<file path="src/rtl/array_max_engine_if.sv">
// Request/result and memory-port signals of the array maximum scan engine.
// The engine connects through the slave modport; the processor/memory side uses master.
interface array_max_engine_if #(
  parameter int ADDR_W = 8,
  parameter int DATA_W = 8
);
  logic              start;
  logic [ADDR_W-1:0] base;
  logic [ADDR_W-1:0] count;
  logic [ADDR_W-1:0] result_addr;
  logic              busy;
  logic              done;
  logic [DATA_W-1:0] max_value;
  logic [ADDR_W-1:0] max_addr;
  logic [ADDR_W-1:0] mem_address;
  logic [DATA_W-1:0] mem_write_data;
  logic              mem_read;
  logic              mem_write;
  logic [DATA_W-1:0] mem_read_data;

  modport master (
    output start, base, count, result_addr, mem_read_data,
    input  busy, done, max_value, max_addr,
    input  mem_address, mem_write_data, mem_read, mem_write
  );

  modport slave (
    input  start, base, count, result_addr, mem_read_data,
    output busy, done, max_value, max_addr,
    output mem_address, mem_write_data, mem_read, mem_write
  );
endinterface

</file>
<file path="src/rtl/array_max_engine.sv">
// Scans count bytes from base, finds the first-occurring unsigned maximum,
// writes value and address to result_addr/result_addr+1, then pulses done.
module array_max_engine #(
  parameter int ADDR_W = 8,
  parameter int DATA_W = 8
) (
  input logic               clk,
  input logic               rst,
  array_max_engine_if.slave bus
);

  typedef enum logic [2:0] {IDLE, SCAN, WR_VAL, WR_IDX, DONE} state_t;

  state_t            state;
  logic [ADDR_W-1:0] ptr;
  logic [ADDR_W-1:0] remaining;
  logic [ADDR_W-1:0] res_addr;
  logic [DATA_W-1:0] run_max;
  logic [ADDR_W-1:0] run_addr;
  logic              first;

  logic              take;
  logic [DATA_W-1:0] scan_max;
  logic [ADDR_W-1:0] scan_addr;

  // Running max including the element currently on the read port, so the
  // WR_VAL data can be registered on the same edge that ends the scan.
  always_comb begin
    take      = first || (bus.mem_read_data > run_max);
    scan_max  = take ? bus.mem_read_data : run_max;
    scan_addr = take ? ptr : run_addr;
  end

  always_ff @(posedge clk) begin
    if (rst) begin
      state              <= IDLE;
      ptr                <= '0;
      remaining          <= '0;
      res_addr           <= '0;
      run_max            <= '0;
      run_addr           <= '0;
      first              <= 1'b0;
      bus.busy           <= 1'b0;
      bus.done           <= 1'b0;
      bus.max_value      <= '0;
      bus.max_addr       <= '0;
      bus.mem_address    <= '0;
      bus.mem_write_data <= '0;
      bus.mem_read       <= 1'b0;
      bus.mem_write      <= 1'b0;
    end else begin
      case (state)
        IDLE: begin
          if (bus.start) begin
            ptr       <= bus.base;
            remaining <= bus.count;
            res_addr  <= bus.result_addr;
            first     <= 1'b1;
            if (bus.count != '0) begin
              state           <= SCAN;
              bus.busy        <= 1'b1;
              bus.mem_read    <= 1'b1;
              bus.mem_address <= bus.base;
            end else begin
              state         <= DONE;
              bus.done      <= 1'b1;
              bus.max_value <= '0;
              bus.max_addr  <= bus.base;
            end
          end
        end
        SCAN: begin
          run_max   <= scan_max;
          run_addr  <= scan_addr;
          first     <= 1'b0;
          remaining <= remaining - ADDR_W'(1);
          if (remaining == ADDR_W'(1)) begin
            state              <= WR_VAL;
            bus.mem_read       <= 1'b0;
            bus.mem_write      <= 1'b1;
            bus.mem_address    <= res_addr;
            bus.mem_write_data <= scan_max;
          end else begin
            ptr             <= ptr + 1'b1;
            bus.mem_address <= ptr + 1'b1;
          end
        end
        WR_VAL: begin
          state              <= WR_IDX;
          bus.mem_address    <= res_addr + 1'b1;
          bus.mem_write_data <= DATA_W'(run_addr);
        end
        WR_IDX: begin
          state              <= DONE;
          bus.busy           <= 1'b0;
          bus.mem_write      <= 1'b0;
          bus.mem_address    <= '0;
          bus.mem_write_data <= '0;
          bus.done           <= 1'b1;
          bus.max_value      <= run_max;
          bus.max_addr       <= run_addr;
        end
        DONE: begin
          state    <= IDLE;
          bus.done <= 1'b0;
        end
        default: state <= IDLE;
      endcase
    end
  end

endmodule

</file>
<file path="src/flat_wrapper.sv">
// flat-port wrapper written by rule: the top's interface ports become plain ports
module array_max_engine_flat 
#(
  parameter int ADDR_W = 8,
  parameter int DATA_W = 8
)
  (clk, rst, bus_start, bus_base, bus_count, bus_result_addr, bus_mem_read_data, bus_busy, bus_done, bus_max_value, bus_max_addr, bus_mem_address, bus_mem_write_data, bus_mem_read, bus_mem_write);
  array_max_engine_if #(.ADDR_W(ADDR_W), .DATA_W(DATA_W)) bus_i ();
  input logic clk;
  input logic rst;
  input wire logic [$bits(bus_i.start)-1:0] bus_start;
  input wire logic [$bits(bus_i.base)-1:0] bus_base;
  input wire logic [$bits(bus_i.count)-1:0] bus_count;
  input wire logic [$bits(bus_i.result_addr)-1:0] bus_result_addr;
  input wire logic [$bits(bus_i.mem_read_data)-1:0] bus_mem_read_data;
  output wire logic [$bits(bus_i.busy)-1:0] bus_busy;
  output wire logic [$bits(bus_i.done)-1:0] bus_done;
  output wire logic [$bits(bus_i.max_value)-1:0] bus_max_value;
  output wire logic [$bits(bus_i.max_addr)-1:0] bus_max_addr;
  output wire logic [$bits(bus_i.mem_address)-1:0] bus_mem_address;
  output wire logic [$bits(bus_i.mem_write_data)-1:0] bus_mem_write_data;
  output wire logic [$bits(bus_i.mem_read)-1:0] bus_mem_read;
  output wire logic [$bits(bus_i.mem_write)-1:0] bus_mem_write;
  assign bus_i.start = bus_start;
  assign bus_i.base = bus_base;
  assign bus_i.count = bus_count;
  assign bus_i.result_addr = bus_result_addr;
  assign bus_i.mem_read_data = bus_mem_read_data;
  assign bus_busy = bus_i.busy;
  assign bus_done = bus_i.done;
  assign bus_max_value = bus_i.max_value;
  assign bus_max_addr = bus_i.max_addr;
  assign bus_mem_address = bus_i.mem_address;
  assign bus_mem_write_data = bus_i.mem_write_data;
  assign bus_mem_read = bus_i.mem_read;
  assign bus_mem_write = bus_i.mem_write;
  array_max_engine #(.ADDR_W(ADDR_W), .DATA_W(DATA_W)) u_core (.clk(clk), .rst(rst), .bus(bus_i));
endmodule
</file>
<file path="config.mk">
export PLATFORM = sky130hd
export DESIGN_NAME = array_max_engine_flat
export DESIGN_NICKNAME = d
export VERILOG_FILES = /design/src/rtl/array_max_engine_if.sv /design/src/rtl/array_max_engine.sv /design/src/flat_wrapper.sv
export SDC_FILE = /design/constraint.sdc
export NUM_CORES = 1
export LEC_CHECK = 0
export CORE_ASPECT_RATIO = 1.5
export CORE_MARGIN = 2
export CORE_UTILIZATION = 58
export CTS_CLUSTER_SIZE = 24
export DETAILED_ROUTE_END_ITERATION = 7
export PLACE_DENSITY = 0.95
export SYNTH_ARGS = -nofsm -noshare
export SYNTH_HDL_FRONTEND = slang
export SYNTH_SLANG_ARGS = --single-unit
</file>
<file path="constraint.sdc">
create_clock -name clk -period 3.4 [get_ports clk]
set_input_delay 0.34 -clock clk [delete_from_list [all_inputs] [get_ports clk]]
set_output_delay 0.34 -clock clk [all_outputs]
set_load 0.01 [all_outputs]
</file>
==> run notes <==
Summary of the current implementation state.

- The detailed-route DRC error count is 0, for reference.
- After floorplanning, the die was sized to cover 8199 um^2.
- Per the placement report, the placed cell count is about 680.
- The net switching power in the latest report is between 1 and 1.5 mW.
- The total internal power is ~2.0 mW, for reference.
- The setup TNS after final layout is 0 ns, for reference.
- The switching power as a share of total power is 0.3723, for reference.
- Nets still carrying antenna violations after routing amount to 0.
- The run finished with clean final reports.
- According to the floorplan report, the placeable core area is 7227 um^2.
- Looking at the reg2reg group, the worst path starts from u_core.state[2]$_SDFFE_PP0P_.
- Per the detailed placement report, the placed cell area equals between 5000 and 6000 um^2.
- The global-route congestion overflow total is 0, for reference.
- The critical path class is register to register, for reference.
- By area the synthesized netlist is led by dfxtp_1 37%, nor2_1 7.4%, nand2_1 4.6%.
- The clock period minus final worst setup slack is 2.705 ns, for reference.
- Buffers inserted during clock tree synthesis total 9.
- Power comes to 3.213 mW.
- The most common cell in the synthesized netlist is nor2_1.
- After clock tree synthesis, the setup repair step added 0 buffers.
- The number of global-route vias before repair is 4277, for reference.
- The worst setup path endpoint is u_core.bus.mem_address[5]$_SDFFE_PP0P_, for reference.
- The cell at the root of the clock tree is clkbuf_8, for reference.
- The worst setup path is launched from a register.
- Per the post-CTS timing run, clock transition at the registers of the reported paths is about 0.080 ns.
- Setup repair after global routing left no endpoint under its margin.
- The final timing report lists a max-slew violation count of 0.
- Per the run summary, max-cap violations total 0.
- The skew report gives the latency at the later pin of the worst-skew pair as 0.37 ns.
- Counting flops and latches in the post-synthesis netlist gives roughly 80.
- Summed over all routing layers, the global router reports a total usage of 0.3171.
- According to the finish report, the design has a final net count of between 600 and 700.
- The sequential share of power is 0.404, for reference.
- The data required time at the worst endpoint is about 3.6 ns, for reference.
- Sorting the synthesized cells by how often they occur yields 86 x nor2_1, 80 x dfxtp_1, 53 x nand2_1.
- The number of enable-type register cells in the synthesized netlist is 0, for reference.
- The power report attributes to the clock group a share of 0.229.
- For this run, the share of the core covered by cells in the final layout is 0.7246.
- The finished layout holds a little under 700 standard cells, fillers aside.
- For reference, the post-synthesis area per instance comes to between 8 and 9 um^2.
- After legalization and detailed placement, the total HPWL measured about 8900 um.
- The power density over cell area is 613.6 nW/um^2, for reference.
- The endpoint of the most critical register-to-register path is u_core.bus.mem_address[5]$_SDFFE_PP0P_, for reference.
- In this run the core area contains 38 standard-cell rows.
- After clock tree synthesis, the repair step resized 0 gates.
- In the hold timing report, the worst path depth is 2.
- The total setup violations reported at the end of the flow is 0, for reference.
- For this run, the register share of the synthesized area comes to 0.3693.
- The summed area of non-filler cells in the final layout is 5236 um^2, for reference.
- The final clock period utilization by the worst path is 0.7955, for reference.
- In this run, distinct cell masters in the synthesized netlist total around 64.
- The initial antenna violation count is 0, for reference.
- The worst setup path is captured at a register.
- The maximum fanout count along the critical path is 25, for reference.
- The clock H-tree reported by CTS has 3 levels.
- The DRC marker count from the first detailed-route iteration is 420, for reference.
- The synthesized design spends more area on one cell type than any other, namely dfxtp_1.
- In the log, the iteration count for the first detailed-route pass is 7.
- Counting every net in the synthesized netlist gives between 500 and 600.
- The number of cells in Yosys stat is 532, for reference.
- The start point of the critical path is u_core.state[2]$_SDFFE_PP0P_, for reference.
- The worst clock skew is 0.01099 ns, for reference.
- The number of hold buffers added after CTS was 0.
- The leakage power is 1.970 nW, for reference.
- The final hold violation count recorded for this run is 0.
- The number of placed I/O pins is 71, for reference.
- The commonest register cell after synthesis is dfxtp_1, for reference.
- The first-pass GRT wire length is 19890 um, for reference.
- The CTS tree is built, for reference.
- The async set-or-reset flop fraction in the synthesized netlist is 0, for reference.
- The post-synthesis cell count is 532, for reference.
- The floorplan core density is 0.6001, for reference.
- The combinational group share of total power is 0.366, for reference.
-- power groups by stage --
stage                     combinational [mW]  clock, mW  sequential, mW
after detailed placement                1.15          0            1.31
final                                   1.18      0.737            1.30
after floorplan                        0.774          0            1.27
after CTS                               1.16      0.739            1.29
after global placement                  1.11          0            1.30
after global routing                    1.28      0.779            1.32
-- worst max-delay path: stages (launching register included) --
cell	delay, ns
dfxtp_1	0.94
or3b_1	0.59
nor2_1	0.27
a22o_1	0.29
a2111oi_1	0.35
nor3_1	0.10
-- layout by cell type (no fill, tap or decap), types with 10 or more instances in the layout --
cell type,count
nor2_1,86
dfxtp_1,80
clkdlybuf4s50_1,69
nand2_1,53
a21oi_1,35
nand3_1,25
inv_1,23
o21ai_0,20
mux2i_1,17
nand4_1,13
nor3_1,12
ha_1,12
clkbuf_8,12
a211oi_1,10
-- cell type report --
type                       count  area (um^2)
timing repair buffer          79        763.2
tap                          100        125.1
clock buffer                  12        165.2
multi-input combinational    397         2455
fill                         555         1991
clock inverter                 3        40.04
sequential                    80         1602
inverter                      23        86.33
-- per-layer routing --
layer / wire length, um / track usage
met1: 4480 / 0.3418
met2: 6485 / 0.5550
met3: 833 / 0.05133
met4: 564 / 0.2105
met5: 0 / 0
-- logic make-up (layout without fill, tap and decap cells) --
| kind of cell | after synthesis | after routing | synth area share |
|---|---|---|---|
| xor gates and xnor gates | 10 | 10 | 0.02020 |
| buffers and inverters | 55 | 117 | 0.06462 |
| AOI/OAI and AO/OA | 126 | 126 | 0.2115 |
| DFF | 80 | 80 | 0.3693 |
| adders and majority gates | 12 | 12 | 0.03462 |
| muxes | 17 | 17 | 0.03924 |
| and+or+nand+nor | 232 | 232 | 0.2605 |
wires.png
(2 px per um) Two of the layers only.
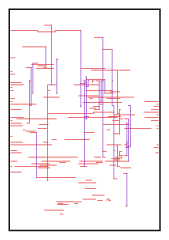
| colour | layer | wire length |
|---|---|---|
| purple | metal 4 | 564 um |
| red | metal 3 | 833 um |
routed via count: 4349
Routed WL: 12360 um

io_placement.png
(3 px per um) Pins as bars across the die edge, other pins in grey.
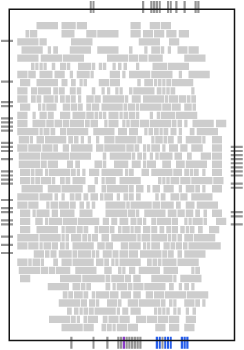
| colour | port | pins | direction | edge |
|---|---|---|---|---|
| purple | bus_done | 1 | output | bottom |
| blue | bus_result_addr | 8 | input | bottom |
tally of buffers added on design ports: 70
DIE WIDTH: 74.60 um
die outline height: 109.9 um

layer_met4.png
(3 px per um)
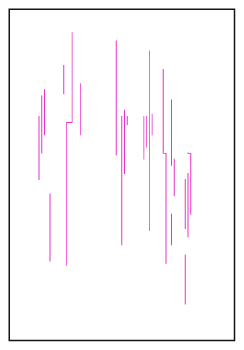
nets with wire on the layer: 20
longest straight run: 59.8 um
main direction: vertical
share of all routed wire: 4.6%

clocks.png
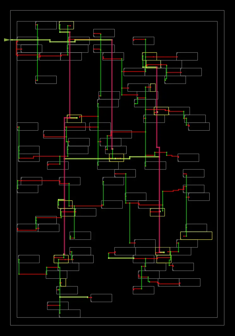
count of clock tree sinks: 80
number of clock buffer instances in the layout: 12
flip-flops: 80
P_clk: 0.737 mW

Power is estimated from default activity; no workload was simulated.
